File: config.mk
export PLATFORM = sky130hd
export DESIGN_NAME = video_rx_capture
export DESIGN_NICKNAME = d
export VERILOG_FILES = /design/src/rtl/video_rx_capture_pkg.sv /design/src/rtl/video_rx_fifo.sv /design/src/rtl/video_rx_capture.sv
export SDC_FILE = /design/constraint.sdc
export NUM_CORES = 1
export LEC_CHECK = 0
export ABC_AREA = 1
export ABC_CLOCK_PERIOD_IN_PS = 7700
export CORE_MARGIN = 1.5
export CORE_UTILIZATION = 65
export DETAILED_ROUTE_END_ITERATION = 6
export GPL_ROUTABILITY_DRIVEN = 0
export PLACE_DENSITY = 0.84
export SLEW_MARGIN = 30
export SYNTH_ARGS = -nofsm -noshare
export SYNTH_HDL_FRONTEND = slang
export SYNTH_SLANG_ARGS = --single-unit
File: constraint.sdc
create_clock -name clk -period 7.7 [get_ports clk]
set_input_delay 1.54 -clock clk [delete_from_list [all_inputs] [get_ports clk]]
set_output_delay 1.54 -clock clk [all_outputs]
set_load 0.01 [all_outputs]
File: src/rtl/video_rx_capture_pkg.sv
// Shared types and constants for the parallel video capture path.
// State encoding, pixel/word widths and the saturating counter helper.
package video_rx_capture_pkg;

  typedef enum logic [1:0] {
    WAIT_VS = 2'd0,
    IN_VS   = 2'd1,
    ACTIVE  = 2'd2
  } rx_state_e;

  localparam int PIX_W      = 16;
  localparam int WORD_W     = 2 * PIX_W;
  localparam int ENTRY_W    = WORD_W + 2;
  localparam int CNT_W      = 12;
  localparam int H_ACT_720P = 1280;
  localparam int V_ACT_720P = 720;

  function automatic logic [CNT_W-1:0] cnt_sat_inc(input logic [CNT_W-1:0] c);
    return (&c) ? c : c + 1'b1;
  endfunction

endpackage

File: src/rtl/video_rx_fifo.sv
// Synchronous show-ahead FIFO; the head entry is visible while not empty.
// A write into a full FIFO is accepted only when a read happens in the same cycle.
module video_rx_fifo
  import video_rx_capture_pkg::*;
#(
  parameter int DW = ENTRY_W,
  parameter int AW = 4
) (
  input  logic          clk,
  input  logic          rst,
  input  logic          push_i,
  input  logic [DW-1:0] din_i,
  input  logic          pop_i,
  output logic [DW-1:0] dout_o,
  output logic          full_o,
  output logic          empty_o,
  output logic [AW:0]   count_o
);

  localparam int DEPTH = 2 ** AW;
  localparam logic [AW:0] DEPTH_C = (AW + 1)'(DEPTH);

  logic [DW-1:0] mem_q [DEPTH];
  logic [AW-1:0] wr_ptr_q, wr_ptr_d;
  logic [AW-1:0] rd_ptr_q, rd_ptr_d;
  logic [AW:0]   count_q,  count_d;
  logic          push_en, pop_en;

  assign empty_o = (count_q == '0);
  assign full_o  = (count_q == DEPTH_C);
  assign count_o = count_q;
  assign pop_en  = pop_i & ~empty_o;
  assign push_en = push_i & (~full_o | pop_en);
  assign dout_o  = empty_o ? '0 : mem_q[rd_ptr_q];

  always_comb begin
    wr_ptr_d = wr_ptr_q;
    rd_ptr_d = rd_ptr_q;
    count_d  = count_q;
    if (push_en) wr_ptr_d = wr_ptr_q + 1'b1;
    if (pop_en)  rd_ptr_d = rd_ptr_q + 1'b1;
    case ({push_en, pop_en})
      2'b10:   count_d = count_q + 1'b1;
      2'b01:   count_d = count_q - 1'b1;
      default: count_d = count_q;
    endcase
  end

  always_ff @(posedge clk) begin
    if (rst) begin
      wr_ptr_q <= '0;
      rd_ptr_q <= '0;
      count_q  <= '0;
    end else begin
      wr_ptr_q <= wr_ptr_d;
      rd_ptr_q <= rd_ptr_d;
      count_q  <= count_d;
    end
  end

  always_ff @(posedge clk) begin
    if (push_en) mem_q[wr_ptr_q] <= din_i;
  end

endmodule

File: src/rtl/video_rx_capture.sv
// Video sink: locks to frame start, packs RGB565 pixel pairs into 32-bit words,
// queues them for the frame-buffer writer and measures per-frame active geometry.
module video_rx_capture
  import video_rx_capture_pkg::*;
#(
  parameter int H_ACT   = H_ACT_720P,
  parameter int V_ACT   = V_ACT_720P,
  parameter int FIFO_AW = 4
) (
  input  logic        clk,
  input  logic        rst,
  input  logic        vs_in,
  input  logic        hs_in,
  input  logic        de_in,
  input  logic [15:0] pin,
  output logic [31:0] wr_data,
  output logic        wr_sof,
  output logic        wr_eol,
  output logic        wr_valid,
  input  logic        wr_ready,
  output logic [11:0] h_meas,
  output logic [11:0] v_meas,
  output logic        frame_ok,
  output logic        overflow,
  input  logic        ovf_clr
);

  localparam logic [CNT_W-1:0] H_ACT_C = CNT_W'(H_ACT);
  localparam logic [CNT_W-1:0] V_ACT_C = CNT_W'(V_ACT);

  rx_state_e state_q, state_d;

  logic vs_q, vs_prev_q, de_q, de_prev_q, hs_unused_q;
  logic [PIX_W-1:0] pix_q;

  logic              slot_full_q, slot_full_d;
  logic [PIX_W-1:0]  slot_q, slot_d;
  logic              stg_vld_q, stg_vld_d;
  logic              stg_sof_q, stg_sof_d;
  logic              stg_eol_q, stg_eol_d;
  logic [WORD_W-1:0] stg_data_q, stg_data_d;
  logic              sof_pend_q, sof_pend_d;
  logic              line_open_q, line_open_d;

  logic [CNT_W-1:0] pix_cnt_q, pix_cnt_d;
  logic [CNT_W-1:0] line_cnt_q, line_cnt_d;
  logic             line_bad_q, line_bad_d;
  logic             frame_ovf_q, frame_ovf_d;
  logic [CNT_W-1:0] h_meas_q, h_meas_d;
  logic [CNT_W-1:0] v_meas_q, v_meas_d;
  logic             frame_ok_q, frame_ok_d;
  logic             overflow_q, overflow_d;

  logic vs_rise, vs_fall, cap, pix_en, line_close, frame_end;
  logic push_eol, drop, fifo_full, fifo_empty;
  logic [CNT_W-1:0] lines_now;
  logic bad_now, ovf_now;
  logic [FIFO_AW:0] fifo_cnt_unused;

  // Stage 0: register raw inputs; all detection uses the registered copies
  always_ff @(posedge clk) begin
    if (rst) begin
      vs_q      <= 1'b0;
      vs_prev_q <= 1'b0;
      de_q      <= 1'b0;
      de_prev_q <= 1'b0;
    end else begin
      vs_q      <= vs_in;
      vs_prev_q <= vs_q;
      de_q      <= de_in;
      de_prev_q <= de_q;
    end
  end

  always_ff @(posedge clk) begin
    pix_q       <= pin;
    hs_unused_q <= hs_in;
    slot_q      <= slot_d;
    stg_data_q  <= stg_data_d;
  end

  assign vs_rise    = vs_q & ~vs_prev_q;
  assign vs_fall    = ~vs_q & vs_prev_q;
  assign cap        = (state_q == ACTIVE);
  // A vs rise during de ends the line in the same cycle; that pixel is not taken
  assign pix_en     = cap & de_q & ~vs_rise;
  assign line_close = line_open_q & (~de_q | vs_rise);
  assign frame_end  = cap & vs_rise;

  always_comb begin
    state_d = state_q;
    unique case (state_q)
      WAIT_VS: if (vs_rise) state_d = IN_VS;
      IN_VS:   if (vs_fall) state_d = ACTIVE;
      ACTIVE:  if (vs_rise) state_d = IN_VS;
      default: state_d = WAIT_VS;
    endcase
  end

  // Stage 1: pair packing into a one-word staging register
  always_comb begin
    slot_full_d = slot_full_q;
    slot_d      = slot_q;
    stg_vld_d   = 1'b0;
    stg_sof_d   = 1'b0;
    stg_eol_d   = 1'b0;
    stg_data_d  = stg_data_q;
    sof_pend_d  = sof_pend_q;
    line_open_d = line_open_q;
    if (state_q == IN_VS && vs_fall) sof_pend_d = 1'b1;
    if (pix_en) begin
      line_open_d = 1'b1;
      if (!slot_full_q) begin
        slot_d      = pix_q;
        slot_full_d = 1'b1;
      end else begin
        stg_vld_d   = 1'b1;
        stg_data_d  = {pix_q, slot_q};
        slot_full_d = 1'b0;
      end
    end else if (line_close) begin
      line_open_d = 1'b0;
      if (slot_full_q) begin
        stg_vld_d   = 1'b1;
        stg_eol_d   = 1'b1;
        stg_data_d  = {16'h0000, slot_q};
        slot_full_d = 1'b0;
      end
    end
    if (stg_vld_d) begin
      stg_sof_d  = sof_pend_q;
      sof_pend_d = 1'b0;
    end
  end

  // An even-length line closes while its last pair sits in the stage
  assign push_eol = stg_eol_q | line_close;
  assign drop     = stg_vld_q & fifo_full & ~wr_ready;

  // Stage 2: measurement and status
  always_comb begin
    pix_cnt_d  = pix_cnt_q;
    h_meas_d   = h_meas_q;
    v_meas_d   = v_meas_q;
    frame_ok_d = frame_ok_q;
    lines_now  = line_cnt_q;
    bad_now    = line_bad_q;
    ovf_now    = frame_ovf_q | drop;
    if (pix_en) pix_cnt_d = line_open_q ? cnt_sat_inc(pix_cnt_q) : CNT_W'(1);
    if (line_close) begin
      h_meas_d  = pix_cnt_q;
      lines_now = cnt_sat_inc(line_cnt_q);
      bad_now   = line_bad_q | (pix_cnt_q != H_ACT_C);
    end
    line_cnt_d  = lines_now;
    line_bad_d  = bad_now;
    frame_ovf_d = ovf_now;
    if (frame_end) begin
      v_meas_d    = lines_now;
      frame_ok_d  = (lines_now == V_ACT_C) & ~bad_now & ~ovf_now;
      line_cnt_d  = '0;
      line_bad_d  = 1'b0;
      frame_ovf_d = 1'b0;
    end
    overflow_d = drop ? 1'b1 : (ovf_clr ? 1'b0 : overflow_q);
  end

  always_ff @(posedge clk) begin
    if (rst) begin
      state_q     <= WAIT_VS;
      slot_full_q <= 1'b0;
      stg_vld_q   <= 1'b0;
      stg_sof_q   <= 1'b0;
      stg_eol_q   <= 1'b0;
      sof_pend_q  <= 1'b0;
      line_open_q <= 1'b0;
      pix_cnt_q   <= '0;
      line_cnt_q  <= '0;
      line_bad_q  <= 1'b0;
      frame_ovf_q <= 1'b0;
      h_meas_q    <= '0;
      v_meas_q    <= '0;
      frame_ok_q  <= 1'b0;
      overflow_q  <= 1'b0;
    end else begin
      state_q     <= state_d;
      slot_full_q <= slot_full_d;
      stg_vld_q   <= stg_vld_d;
      stg_sof_q   <= stg_sof_d;
      stg_eol_q   <= stg_eol_d;
      sof_pend_q  <= sof_pend_d;
      line_open_q <= line_open_d;
      pix_cnt_q   <= pix_cnt_d;
      line_cnt_q  <= line_cnt_d;
      line_bad_q  <= line_bad_d;
      frame_ovf_q <= frame_ovf_d;
      h_meas_q    <= h_meas_d;
      v_meas_q    <= v_meas_d;
      frame_ok_q  <= frame_ok_d;
      overflow_q  <= overflow_d;
    end
  end

  video_rx_fifo #(
    .DW (ENTRY_W),
    .AW (FIFO_AW)
  ) u_fifo (
    .clk     (clk),
    .rst     (rst),
    .push_i  (stg_vld_q),
    .din_i   ({stg_sof_q, push_eol, stg_data_q}),
    .pop_i   (wr_ready),
    .dout_o  ({wr_sof, wr_eol, wr_data}),
    .full_o  (fifo_full),
    .empty_o (fifo_empty),
    .count_o (fifo_cnt_unused)
  );

  assign wr_valid = ~fifo_empty;
  assign h_meas   = h_meas_q;
  assign v_meas   = v_meas_q;
  assign frame_ok = frame_ok_q;
  assign overflow = overflow_q;

endmodule

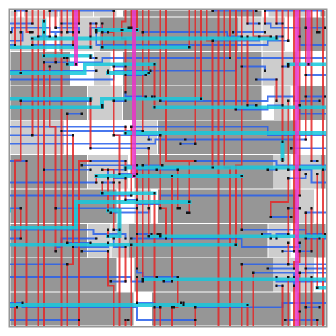
Fig. 1. Layout detail (run 1).
Window x 90 to 115, y 49 to 74 microns. Cells in gray, sequential cells in the stronger gray; small squares are vias.
legend:
  metal 4:
    color: magenta
  metal 3:
    color: cyan
  metal 2:
    color: red
  metal 1:
    color: blue
netlist names of flops here include: u_fifo.mem_q (13), stg_data_q (2)
cells with their middle in the window: 33
sequential cells in the window: 15
most frequent: edfxtp_1 (15), nor2_1 (6), o21ai_0 (5)

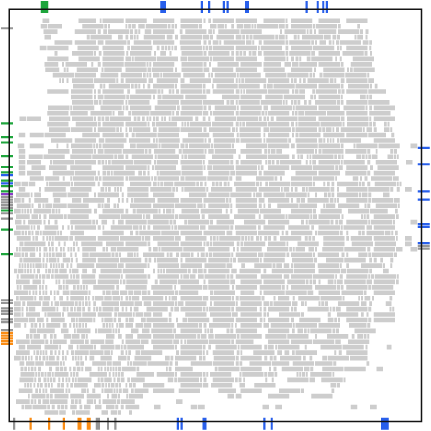
Fig. 2. Ports around the boundary (run 1).
Drawn at 2 px/micron. Pins as bars across the die edge, other pins in gray.
legend:
  pin:
    color: green
    pins: 16
    direction: input
    edge: 12 left, 4 top
  h_meas:
    color: orange
    pins: 12
    direction: output
    edge: 7 bottom, 5 left
  wr_data:
    color: blue
    pins: 32
    direction: output
    edge: 13 top, 10 bottom, 7 right, 2 left
  frame_ok:
    color: purple
    pins: 1
    direction: output
    edge: left
die height: 205 microns
number of port buffers: 82
Die W: 205 microns

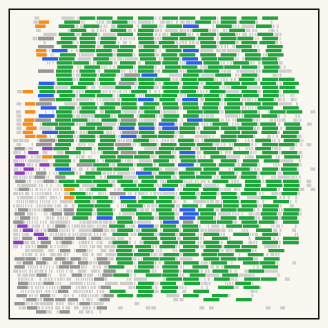
Fig. 3. Where the registers sit (run 1).
Drawn at 1.5 px/micron. Other sequential cells in the stronger gray, the rest of the logic in the fainter gray.
legend:
  v_meas:
    color: purple
    flops: 12
    where: left middle
  u_fifo.mem_q:
    color: green
    flops: 544
  stg_data_q:
    color: blue
    flops: 32
  pix_q:
    color: orange
    flops: 16
not colored: 84
register share of the cell area: 0.660
seq pwr: 4050 uW
Flop area: 0.0197 sq mm
final core occ: 0.745

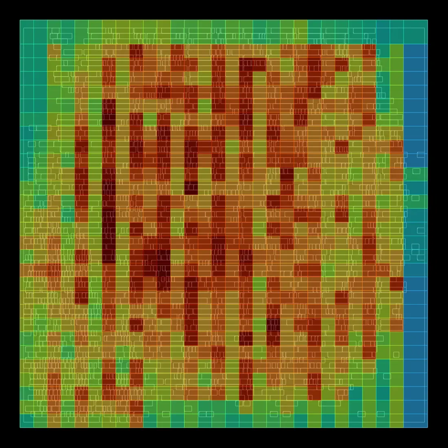
Fig. 4. Routing congestion (run 1).
GRT met3 Usage: 0.0502
Top Usage Layer GRT: met2
WL/cell: 23.7 microns

run 1: cells by family (layout without fill, tap and decap cells):
logic type      after synthesis  after routing
xor+xnor                      6              6
flops                       688            688
fa+ha+maj                    12             12
compound gates              547            547
simple gates                632            632
buf+inv                     216            319
run 1: worst max-delay path, cell delays in order, from the launching register on:
cell,delay [ps]
dfxtp_2,750
clkinv_2,760
buf_4,560
o221ai_1,170
nand3_1,110
a21oi_1,380
clkdlybuf4s50_1,610
run 1: sequential cells by signal (all words and copies together), names as in the netlist, 2 cells and up, named ones only:
| register | count |
|---|---|
| state_q | 2 |
| pix_q | 16 |
| h_meas | 12 |
| v_meas | 12 |
| u_fifo.wr_ptr_q | 4 |
| line_cnt_q | 12 |
| pix_cnt_q | 12 |
| u_fifo.count_o | 5 |
| u_fifo.rd_ptr_q | 4 |
| slot_q | 16 |
| stg_data_q | 32 |
| u_fifo.mem_q | 544 |
run 1: path summary, 6_finish.rpt:
| path | from | to | slack (ps) | cells after the start |
|---|---|---|---|---|
| worst max-delay path | register | wr_data[22] | 2160 | 6 |
| worst max register to register | u_fifo.count_o[0] | u_fifo.mem_q[3][31] | 4900 | 7 |
| worst min register to register | slot_q[14] | stg_data_q[14] | 420 | 0 |
| worst min-delay path | slot_q[14] | stg_data_q[14] | 420 | 0 |
run 1: power by group:
| part | total (uW) | internal (uW) | switching (uW) | leakage [uW] |
|---|---|---|---|---|
| sequential | 4050 | 4020 | 33.9 | 0.00625 |
| combinational | 1980 | 690 | 1290 | 0.00278 |
| clock | 2950 | 1630 | 1320 | 0.000960 |
run 1: layer usage:
metal	share of wire	global-route usage	vias up
met2	0.49	0.513	1270
met1	0.35	0.402	8481
li1	-	-	7771
met5	0.00028	0	-
met3	0.11	0.0502	218
met4	0.043	0.160	2
==> results.json, run 1 <==
{
  "status": "finished clean",
  "syn_inst": 2101,
  "tap_cells": 525,
  "synthTopCellsByCount": "edfxtp_1 (592), nor2_1 (404), o21ai_0 (297)",
  "layout.clock_buffers": 82,
  "cts_buffers": 61,
  "min_path_type": "register to register",
  "critPathKind": "register to output port",
  "max_clock_freq_mhz": 181,
  "clock_path_buffers": 3,
  "flop_cell": "edfxtp_1",
  "ys_chip_area_sq_mm": 0.0266,
  "edf_count": 592,
  "dp_slack_ps": 2900,
  "clock_area_frac": 0.0656,
  "warnings": 36,
  "antenna_found_initial": 1,
  "dieArea_sq_mm": 0.0422,
  "dp_cells": 2614,
  "setup_ws_ps": 2160,
  "lay_top_count": "edfxtp_1",
  "slew_viol_final": 0,
  "first_pass_iters": 6,
  "avgSynthCellArea_sq_um": 12.7,
  "final_cell_mix": "edfxtp_1 (592), nor2_1 (387), o21ai_0 (297), nand2_1 (113), o221ai_1 (96)",
  "fin_area_sq_mm": 0.0299,
  "grt_pass1_wl_microns": 97500,
  "nNetsFinal": 2188,
  "synth_top_area_share": 0.668,
  "synth-async-reset-ratio": 0,
  "top_area_cell": "edfxtp_1",
  "rsz0062_at_grt": "false",
  "sh_comb_area": 0.205,
  "fp_nets": 2136,
  "buffer_area_frac": 0.0363,
  "worstSetupEndpointType": "output port",
  "row_count": 73,
  "cellLeakagePower_uw": 0.00999,
  "htree_num_levels": 2,
  "drive_above_1_share": 0.0839,
  "cts_root_buf": "clkbuf_16",
  "io_pins": 84,
  "grt_max_degree": 273,
  "initCoreUtil": 0.664,
  "critPathMaxFanout": 37,
  "max-vdd-ir-drop_mv": 0.205,
  "ant_nets": 0,
  "post-route-drc-count": 0,
  "p_total_uw": 8980,
  "comb_area_sq_mm": 0.00611,
  "fa_ha_area_frac": 0.00593,
  "grt_usage": 0.311,
  "seq_cells": 688,
  "tns_ps": 0,
  "synth-seq-cells": 688,
  "critPathLaunchType": "register",
  "vias": 17700,
  "power_density_mw_per_mm2": 301,
  "max_cap_violations": 0,
  "clkTransAtPathRegs_ps": 60,
  "hold_violations": 0,
  "antenna_cells": 0,
  "overflow": 0,
  "simple_gate_share": 0.0980,
  "postCtsSetupBuffers": 0,
  "cts_resized": 0,
  "ys_cells": 2101,
  "cts_tree": "done",
  "top_logic_kind": "AND-OR/OR-AND gates",
  "yosysWarnings": 0,
  "finalCriticalPeriod_ps": 5540,
  "mux_area_frac": 0,
  "final_cells": 2729,
  "synth-xor-area-share": 0.00198,
  "coreArea_sq_mm": 0.0401,
  "clock_sinks": 688,
  "nFillCells": 2266,
  "grt_pass1_vias": 17500,
  "fin_skew_ps": 21.3,
  "cp.arrival_ps": 4000,
  "place_area_sq_mm": 0.0279,
  "syn_area_sq_mm": 0.0266,
  "synthDistinctLibCells": 34,
  "required_ps": 6160,
  "cts_hold_buffers": 0,
  "tightest_slew_ps": 902,
  "period_used_share": 0.719,
  "vias_per_cell": 6.50,
  "top_cell": "edfxtp_1",
  "slew_headroom": 0.399,
  "clock_latency_ps": 630,
  "setup_violations": 0,
  "ys_seq_frac": 0.740,
  "buffers": 113,
  "comb_cells": 1197,
  "largest_class": "flip-flops and latches",
  "compound_area_frac": 0.119,
  "inverters": 92,
  "dpl.hpwl_microns": 32000,
  "drt_wl_total_microns": 64700,
  "holdWs_ps": 420,
  "drtIter0Drc": 2535,
  "area_leaders": "edfxtp_1 (67%), dfxtp_1 (7.2%), nor2_1 (5.7%), o21ai_0 (5.6%), o221ai_1 (3.2%)",
  "area_growth_pct": 12.3
}
--- run 2 (diff from run 1) ---
ABC_CLOCK_PERIOD_IN_PS = 5400   (was 7700)
CORE_UTILIZATION = 61   (was 65)
PLACE_DENSITY = 0.79   (was 0.84)
clock period = 5.4 ns   (was 7.7 ns; I/O delays follow)
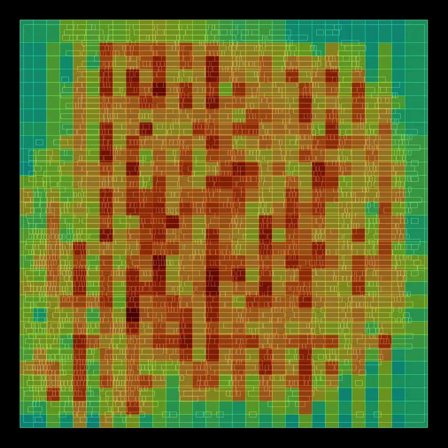
Fig. 5. Routing congestion (run 2).
GRT met3 Usage: 0.0528
GR Layer Usage met2: 0.474

==> results.json, run 2 <==
{
  "largest_register_ffs": 544,
  "critical-path-max-stage-delay_ps": 750,
  "grt_pass1_wl_microns": 96600,
  "slew_viol_final": 0,
  "min_path_type": "register to register",
  "lay_top_count": "edfxtp_1",
  "power_density_mw_per_mm2": 436,
  "antenna_cells": 0,
  "coreArea_sq_mm": 0.0431,
  "worst_path_max_delay_cell": "dfxtp_2",
  "fin_skew_ps": 21.3,
  "synthDistinctLibCells": 34,
  "critPathKind": "register to output port",
  "grt_usage": 0.289,
  "area_leaders": "edfxtp_1 (67%), dfxtp_1 (7.2%), nor2_1 (5.7%), o21ai_0 (5.6%), o221ai_1 (3.2%)",
  "nNetsFinal": 2202,
  "grt_pass1_vias": 17200,
  "io_pins": 84,
  "drtIter0Drc": 2346,
  "yosysWarnings": 0,
  "fp.dieH_microns": 212,
  "ys_seq_frac": 0.740,
  "ant_nets": 0,
  "fin_area_sq_mm": 0.0303,
  "vias": 17600,
  "first_pass_iters": 6,
  "htree_num_levels": 3,
  "critPathLaunchType": "register",
  "rsz0062_at_grt": "false",
  "vias_per_cell": 6.27,
  "synth-seq-cells": 688,
  "drt_wl_total_microns": 63400,
  "edf_count": 592,
  "cp.arrival_ps": 3460,
  "holdWs_ps": 419,
  "cp_cell_sequence": "inv_2, buf_4, o221ai_1, nand3_1, a21oi_1, clkdlybuf4s50_1",
  "cts_buffers": 68,
  "avgSynthCellArea_sq_um": 12.7,
  "nFillCells": 2669,
  "max_clock_freq_mhz": 221,
  "setup_violations": 0,
  "ys_cells": 2101,
  "regMostFlops": "u_fifo.mem_q",
  "critPathMaxFanout": 27,
  "post-route-drc-count": 0,
  "area_growth_pct": 13.7,
  "io_buffer_count": 82,
  "top_area_cell": "edfxtp_1",
  "status": "finished clean",
  "initCoreUtil": 0.618,
  "postCtsSetupBuffers": 0,
  "tightest_slew_ps": 903,
  "final_cell_mix": "edfxtp_1 (592), nor2_1 (388), o21ai_0 (297), nand2_1 (113), o221ai_1 (96)",
  "warnings": 35,
  "period_used_share": 0.840,
  "dieArea_sq_mm": 0.0449,
  "hold_violations": 0,
  "dpl.hpwl_microns": 34400,
  "final_util": 0.702,
  "cts_hold_buffers": 0,
  "top_cell": "edfxtp_1",
  "cts_tree": "done",
  "die_w_microns": 212,
  "cellLeakagePower_uw": 0.0101,
  "cts_resized": 0,
  "synth_top_area_share": 0.668,
  "max_cap_violations": 0,
  "worstSetupEndpointType": "output port",
  "clock_latency_ps": 590,
  "synthTopCellsByCount": "edfxtp_1 (592), nor2_1 (404), o21ai_0 (297)"
}
-- run 2: cell counts after synthesis --
Identical to the previous run, type by type.
-- run 2: cell families after synthesis --
family	Yosys count	synth area share
compound gates	547	0.119
xor+xnor	6	0.00198
fa+ha+maj	12	0.00593
buf+inv	216	0.0345
flops	688	0.740
simple gates	632	0.0980
-- run 2: metrics by stage --
step                      total power [uW]  cells  setup WS (ps)
after floorplan                       7580   2101           2040
after global placement                8530   2681           1550
after detailed placement              8670   2682           1510
after CTS                            13200   2802            888
after global routing                 13700   2802            787
final                                13200   2802            865
-- run 2: layer usage --
metal	part of all wire	vias up	global-route usage
met2	0.49	1116	0.474
met4	0.036	2	0.126
met3	0.11	163	0.0528
li1	-	7798	-
met1	0.36	8486	0.381
met5	0.00021	-	0
-- run 2: power by group --
part	leakage [uW]	total [uW]	switching (uW)	internal, uW
clock network	0.00107	4590	1900	2690
registers	0.00625	5770	45.8	5730
logic	0.00282	2840	1800	1030
-- run 2: layout make-up --
cell class                      count  area, sq um  share of cell area
Multi-Input combinational cell   1197         6110               0.202
Inverter                           92          354              0.0117
Sequential cell                   688        19700               0.651
Tap cell                          585          732              0.0242
Clock inverter                     34          267             0.00881
Clock buffer                       86         1910              0.0630
Timing Repair Buffer              120         1180              0.0389
-- run 2: worst paths after layout --
path                                   startpoint                    to  slack, ps  depth (start not counted)
worst max register to register  u_fifo.count_o[0]  u_fifo.mem_q[15][26]       2590                          7
worst max-delay path                     register                wr_eol        860                          6
worst min-delay path                   slot_q[12]        stg_data_q[12]        420                          0
worst min register to register         slot_q[12]        stg_data_q[12]        420                          0
Power figures rest on the tool's default switching activity, not on a simulated workload.
